File: config.mk
export PLATFORM = sky130hd
export DESIGN_NAME = mult_arbiter_flat
export DESIGN_NICKNAME = d
export VERILOG_FILES = /design/src/rtl/mult_arbiter_if.sv /design/src/rtl/mult_arbiter.sv /design/src/flat_wrapper.sv
export SDC_FILE = /design/constraint.sdc
export NUM_CORES = 2
export LEC_CHECK = 0
export ABC_AREA = 0
export CAP_MARGIN = 20
export CORE_ASPECT_RATIO = 0.75
export CORE_MARGIN = 2
export CORE_UTILIZATION = 45
export CTS_CLUSTER_SIZE = 24
export DETAILED_ROUTE_END_ITERATION = 16
export HOLD_SLACK_MARGIN = 0.1
export PLACE_DENSITY = 0.66
export SLEW_MARGIN = 25
export SYNTH_ARGS = -nofsm -noshare
export SYNTH_HDL_FRONTEND = slang
export SYNTH_SLANG_ARGS = --single-unit
File: constraint.sdc
create_clock -name clk_i -period 16.3 [get_ports clk_i]
set_input_delay 4.89 -clock clk_i [delete_from_list [all_inputs] [get_ports clk_i]]
set_output_delay 4.89 -clock clk_i [all_outputs]
set_load 0.01 [all_outputs]
File: src/rtl/mult_arbiter_if.sv
// Requester-side bus of mult_arbiter: packed per-requester operands in, tagged product out.
interface mult_arbiter_if #(
    parameter int NUM_REQ = 4,
    parameter int A_WIDTH = 24,
    parameter int B_WIDTH = 24
);
    logic [NUM_REQ-1:0]                 req_i;
    logic [NUM_REQ-1:0]                 lock_i;
    logic [NUM_REQ*A_WIDTH-1:0]         a_i;
    logic [NUM_REQ*B_WIDTH-1:0]         b_i;
    logic [NUM_REQ-1:0]                 gnt_o;
    logic signed [A_WIDTH+B_WIDTH-1:0]  p_o;
    logic [NUM_REQ-1:0]                 valid_o;
    logic [31:0]                        contention_o;

    modport slave  (input  req_i, lock_i, a_i, b_i,
                    output gnt_o, p_o, valid_o, contention_o);
    modport master (output req_i, lock_i, a_i, b_i,
                    input  gnt_o, p_o, valid_o, contention_o);
endinterface

File: src/rtl/mult_arbiter.sv
// Round-robin arbiter with burst lock sharing one pipelined signed multiplier.
// Define MULT_ARB_CONTENTION_EN to build the saturating contention counter.
module mult_arbiter #(
    parameter int NUM_REQ      = 4,
    parameter int A_WIDTH      = 24,
    parameter int B_WIDTH      = 24,
    parameter int MULT_LATENCY = 2,
    parameter int MAX_BURST    = 32
) (
    input logic           clk_i,
    input logic           reset_i,
    mult_arbiter_if.slave bus
);
    localparam int IW = $clog2(NUM_REQ);
    localparam int PW = A_WIDTH + B_WIDTH;

    typedef enum logic {ARB, LOCKED} state_t;

    state_t                state;
    logic [IW-1:0]         ptr, owner, gnt_idx;
    logic [7:0]            burst;
    logic                  hold, gnt_any;
    logic [NUM_REQ-1:0]    gnt;
    logic signed [A_WIDTH-1:0] a_sel, a_last;
    logic signed [B_WIDTH-1:0] b_sel, b_last;
    logic [NUM_REQ-1:0]    tag_last;
    logic [MULT_LATENCY:1][NUM_REQ-1:0] vld_pipe;
    logic signed [PW-1:0]  p_q;

    function automatic logic [IW-1:0] rr_idx(input logic [IW-1:0] p, input int i);
        int s;
        s = int'(p) + i;
        if (s >= NUM_REQ) s = s - NUM_REQ;
        return IW'(s);
    endfunction

    // A live lock owner pre-empts the round-robin search entirely.
    always_comb begin
        hold    = (state == LOCKED) && bus.req_i[owner];
        gnt_any = 1'b0;
        gnt_idx = '0;
        if (hold) begin
            gnt_any = 1'b1;
            gnt_idx = owner;
        end else begin
            for (int i = 0; i < NUM_REQ; i++) begin
                if (!gnt_any && bus.req_i[rr_idx(ptr, i)]) begin
                    gnt_any = 1'b1;
                    gnt_idx = rr_idx(ptr, i);
                end
            end
        end
        gnt = '0;
        if (gnt_any && !reset_i) gnt[gnt_idx] = 1'b1;
    end

    always_comb begin
        a_sel = '0;
        b_sel = '0;
        for (int k = 0; k < NUM_REQ; k++) begin
            if (gnt_idx == IW'(k)) begin
                a_sel = bus.a_i[k*A_WIDTH +: A_WIDTH];
                b_sel = bus.b_i[k*B_WIDTH +: B_WIDTH];
            end
        end
    end

    // ptr is left at owner+1 on lock entry, so a burst exit makes the owner lowest priority.
    always_ff @(posedge clk_i or posedge reset_i) begin
        if (reset_i) begin
            state <= ARB;
            ptr   <= '0;
            owner <= '0;
            burst <= '0;
        end else if (hold) begin
            if (!bus.lock_i[owner] || (int'(burst) + 1 >= MAX_BURST)) begin
                state <= ARB;
                burst <= '0;
            end else begin
                burst <= burst + 1'b1;
            end
        end else if (gnt_any) begin
            ptr <= (gnt_idx == IW'(NUM_REQ-1)) ? '0 : gnt_idx + 1'b1;
            if (bus.lock_i[gnt_idx]) begin
                state <= LOCKED;
                owner <= gnt_idx;
                burst <= 8'd1;
            end else begin
                state <= ARB;
                burst <= '0;
            end
        end else begin
            state <= ARB;
            burst <= '0;
        end
    end

    always_ff @(posedge clk_i or posedge reset_i) begin
        if (reset_i) vld_pipe <= '0;
        else begin
            vld_pipe[1] <= gnt;
            for (int s = 2; s <= MULT_LATENCY; s++) vld_pipe[s] <= vld_pipe[s-1];
        end
    end

    // Operand stages carry no reset so they can fold into the DSP input registers.
    generate
        if (MULT_LATENCY == 1) begin : g_lat1
            assign a_last   = a_sel;
            assign b_last   = b_sel;
            assign tag_last = gnt;
        end else begin : g_latn
            logic signed [A_WIDTH-1:0] a_pipe [1:MULT_LATENCY-1];
            logic signed [B_WIDTH-1:0] b_pipe [1:MULT_LATENCY-1];
            always_ff @(posedge clk_i) begin
                a_pipe[1] <= a_sel;
                b_pipe[1] <= b_sel;
                for (int s = 2; s < MULT_LATENCY; s++) begin
                    a_pipe[s] <= a_pipe[s-1];
                    b_pipe[s] <= b_pipe[s-1];
                end
            end
            assign a_last   = a_pipe[MULT_LATENCY-1];
            assign b_last   = b_pipe[MULT_LATENCY-1];
            assign tag_last = vld_pipe[MULT_LATENCY-1];
        end
    endgenerate

    always_ff @(posedge clk_i or posedge reset_i) begin
        if (reset_i)        p_q <= '0;
        else if (|tag_last) p_q <= PW'(a_last) * PW'(b_last);
    end

`ifdef MULT_ARB_CONTENTION_EN
    logic [31:0] cont_q;
    always_ff @(posedge clk_i or posedge reset_i) begin
        if (reset_i) cont_q <= '0;
        else if ($countones(bus.req_i) >= 2 && cont_q != 32'hFFFF_FFFF) cont_q <= cont_q + 32'd1;
    end
    assign bus.contention_o = cont_q;
`else
    assign bus.contention_o = '0;
`endif

    assign bus.gnt_o   = gnt;
    assign bus.valid_o = vld_pipe[MULT_LATENCY];
    assign bus.p_o     = p_q;
endmodule

File: src/flat_wrapper.sv
// flat-port wrapper written by rule: the top's interface ports become plain ports
module mult_arbiter_flat 
#(
    parameter int NUM_REQ      = 4,
    parameter int A_WIDTH      = 24,
    parameter int B_WIDTH      = 24,
    parameter int MULT_LATENCY = 2,
    parameter int MAX_BURST    = 32
)
  (clk_i, reset_i, bus_req_i, bus_lock_i, bus_a_i, bus_b_i, bus_gnt_o, bus_p_o, bus_valid_o, bus_contention_o);
  mult_arbiter_if #(.NUM_REQ(NUM_REQ), .A_WIDTH(A_WIDTH), .B_WIDTH(B_WIDTH)) bus_i ();
  input logic clk_i;
  input logic reset_i;
  input wire logic [$bits(bus_i.req_i)-1:0] bus_req_i;
  input wire logic [$bits(bus_i.lock_i)-1:0] bus_lock_i;
  input wire logic [$bits(bus_i.a_i)-1:0] bus_a_i;
  input wire logic [$bits(bus_i.b_i)-1:0] bus_b_i;
  output wire logic [$bits(bus_i.gnt_o)-1:0] bus_gnt_o;
  output wire logic [$bits(bus_i.p_o)-1:0] bus_p_o;
  output wire logic [$bits(bus_i.valid_o)-1:0] bus_valid_o;
  output wire logic [$bits(bus_i.contention_o)-1:0] bus_contention_o;
  assign bus_i.req_i = bus_req_i;
  assign bus_i.lock_i = bus_lock_i;
  assign bus_i.a_i = bus_a_i;
  assign bus_i.b_i = bus_b_i;
  assign bus_gnt_o = bus_i.gnt_o;
  assign bus_p_o = bus_i.p_o;
  assign bus_valid_o = bus_i.valid_o;
  assign bus_contention_o = bus_i.contention_o;
  mult_arbiter #(.NUM_REQ(NUM_REQ), .A_WIDTH(A_WIDTH), .B_WIDTH(B_WIDTH), .MULT_LATENCY(MULT_LATENCY), .MAX_BURST(MAX_BURST)) u_core (.clk_i(clk_i), .reset_i(reset_i), .bus(bus_i));
endmodule
Fig. 1: clock distribution
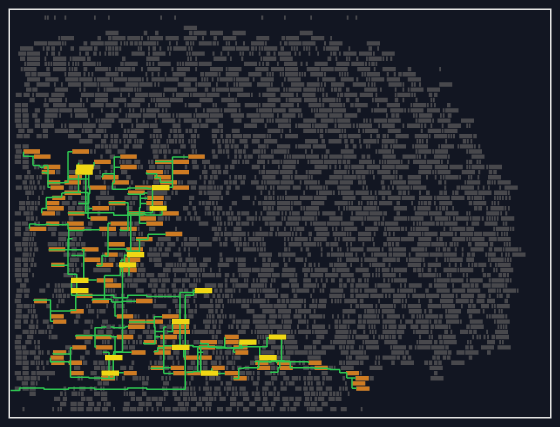
flip-flops: marked orange, count 117. clock wires: marked green, length 1,810 µm. cells driving clock nets: marked yellow, count 17.
There are 18 routed clock nets.
Worst Skew: 0.0134 ns
clk latency late pin: 0.43 ns

Fig. 2: cells colored by class
The bar under the picture is 100 µm long. Fill, decap, tap and diode cells in gray.
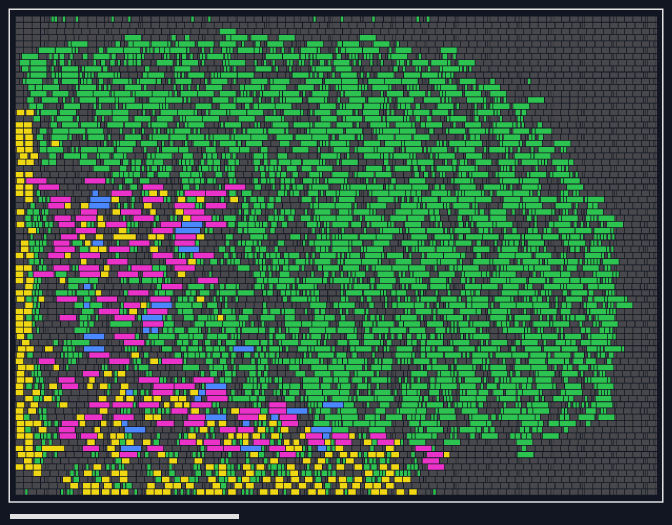
all other logic: marked green, cells 2,675. other buffers and delay cells: marked yellow, cells 297. clock drivers and dummy loads: marked blue, cells 32. flip-flops: marked magenta, cells 117.

Fig. 3: placement view
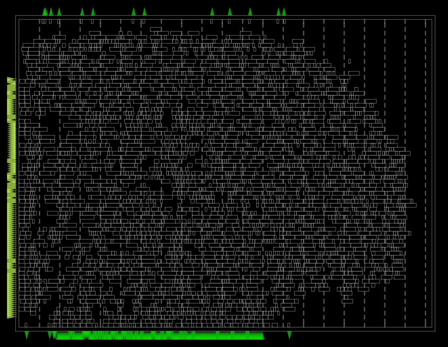
Finished Layout Cells: 3,911
layout filler cell count: 5,493
tapcell count: 790
seq_cells: 117

==> results.sh <==
# yosys + openroad results
export IMPL_outcome="complete, no violations"
export IMPL_synthTopLogicFamily="adder cells"
export IMPL_ys_cells=2939
export IMPL_finalClockPeriodUsage_pct=80.1
export IMPL_grt_pass1_vias=21954
export IMPL_dominant_cells="logic gates"
export IMPL_setup_viol_count_final=0
export IMPL_drtIter0Drc=1544
export IMPL_period_minus_slack_ns=13.05
export IMPL_cts_resized=0
export IMPL_cts_sinks=117
export IMPL_yosys_top_cells_count="631 x inv_1, 607 x fa_1, 400 x nand2_1"
export IMPL_cts_tree="yes"
export IMPL_first_pass_iters=6
export IMPL_vias=20153
export IMPL_drive_gt1_share_pct=3.97
export IMPL_regArea_um2=2700
export IMPL_nMultiInputCombCells=2043
export IMPL_cpMostUsedCell="clkdlybuf4s50_1"
export IMPL_syn_avg_cell_area_um2=9.07
export IMPL_cts_setup_buffers=0
export IMPL_synth_most_common_cell="inv_1"
export IMPL_rr_endpoint="u_core.bus.p_o[45]"
export IMPL_drc=0
export IMPL_clkbuf_count=18
export IMPL_clkCellAreaFrac_pct=1.91
export IMPL_top_area_share_pct=45.6
export IMPL_xor_share_pct=1.87
export IMPL_ys_seq_elements=117
export IMPL_top_layer="met4"
export IMPL_synth_edff_count=0
export IMPL_rsz0062_at_grt="no"
export IMPL_grt_use_total_pct=25.7
export IMPL_synthArstFlopShare_pct=59.0
export IMPL_top_area_cell="fa_1"
export IMPL_tns_ns=0
export IMPL_critical_path_depth=8
export IMPL_final_nets=4057
export IMPL_max_stage_delay_ns=0.76
export IMPL_initCoreUtil_pct=45.4
export IMPL_synthAoiAreaFrac_pct=8.18
export IMPL_portBuffers=257
export IMPL_yosys_warnings=0
export IMPL_ys_dominant_reg_cell="dfrtp_1"
export IMPL_logic_area_um2=21000
export IMPL_warning_count=31
export IMPL_comb_share_pct=68.7
export IMPL_fmax_mhz=76.6
export IMPL_worstPathBufferInverterCount=3
export IMPL_die_area_um2=61200
export IMPL_yosysSeqAreaShare_pct=10.1
export IMPL_worstPathArrival_ns=8.16
export IMPL_mux_area_share_pct=0.469
export IMPL_pre_cts_ws_ns=3.25
export IMPL_cp_end_kind="primary output"
export IMPL_wirelength_mm=75.5
export IMPL_cts_clk_slew_worst_paths_ns=0.06
export IMPL_whs_path_depth=0
export IMPL_syn_cell_area_um2=26700
export IMPL_drv_slew=0
export IMPL_cts_inserted_buffers=17
export IMPL_largest_reg_flops=48
export IMPL_cts_buffer_depth=2
export IMPL_ff2ff_setup_slack_ns=8.45
export IMPL_required_ns=11.41
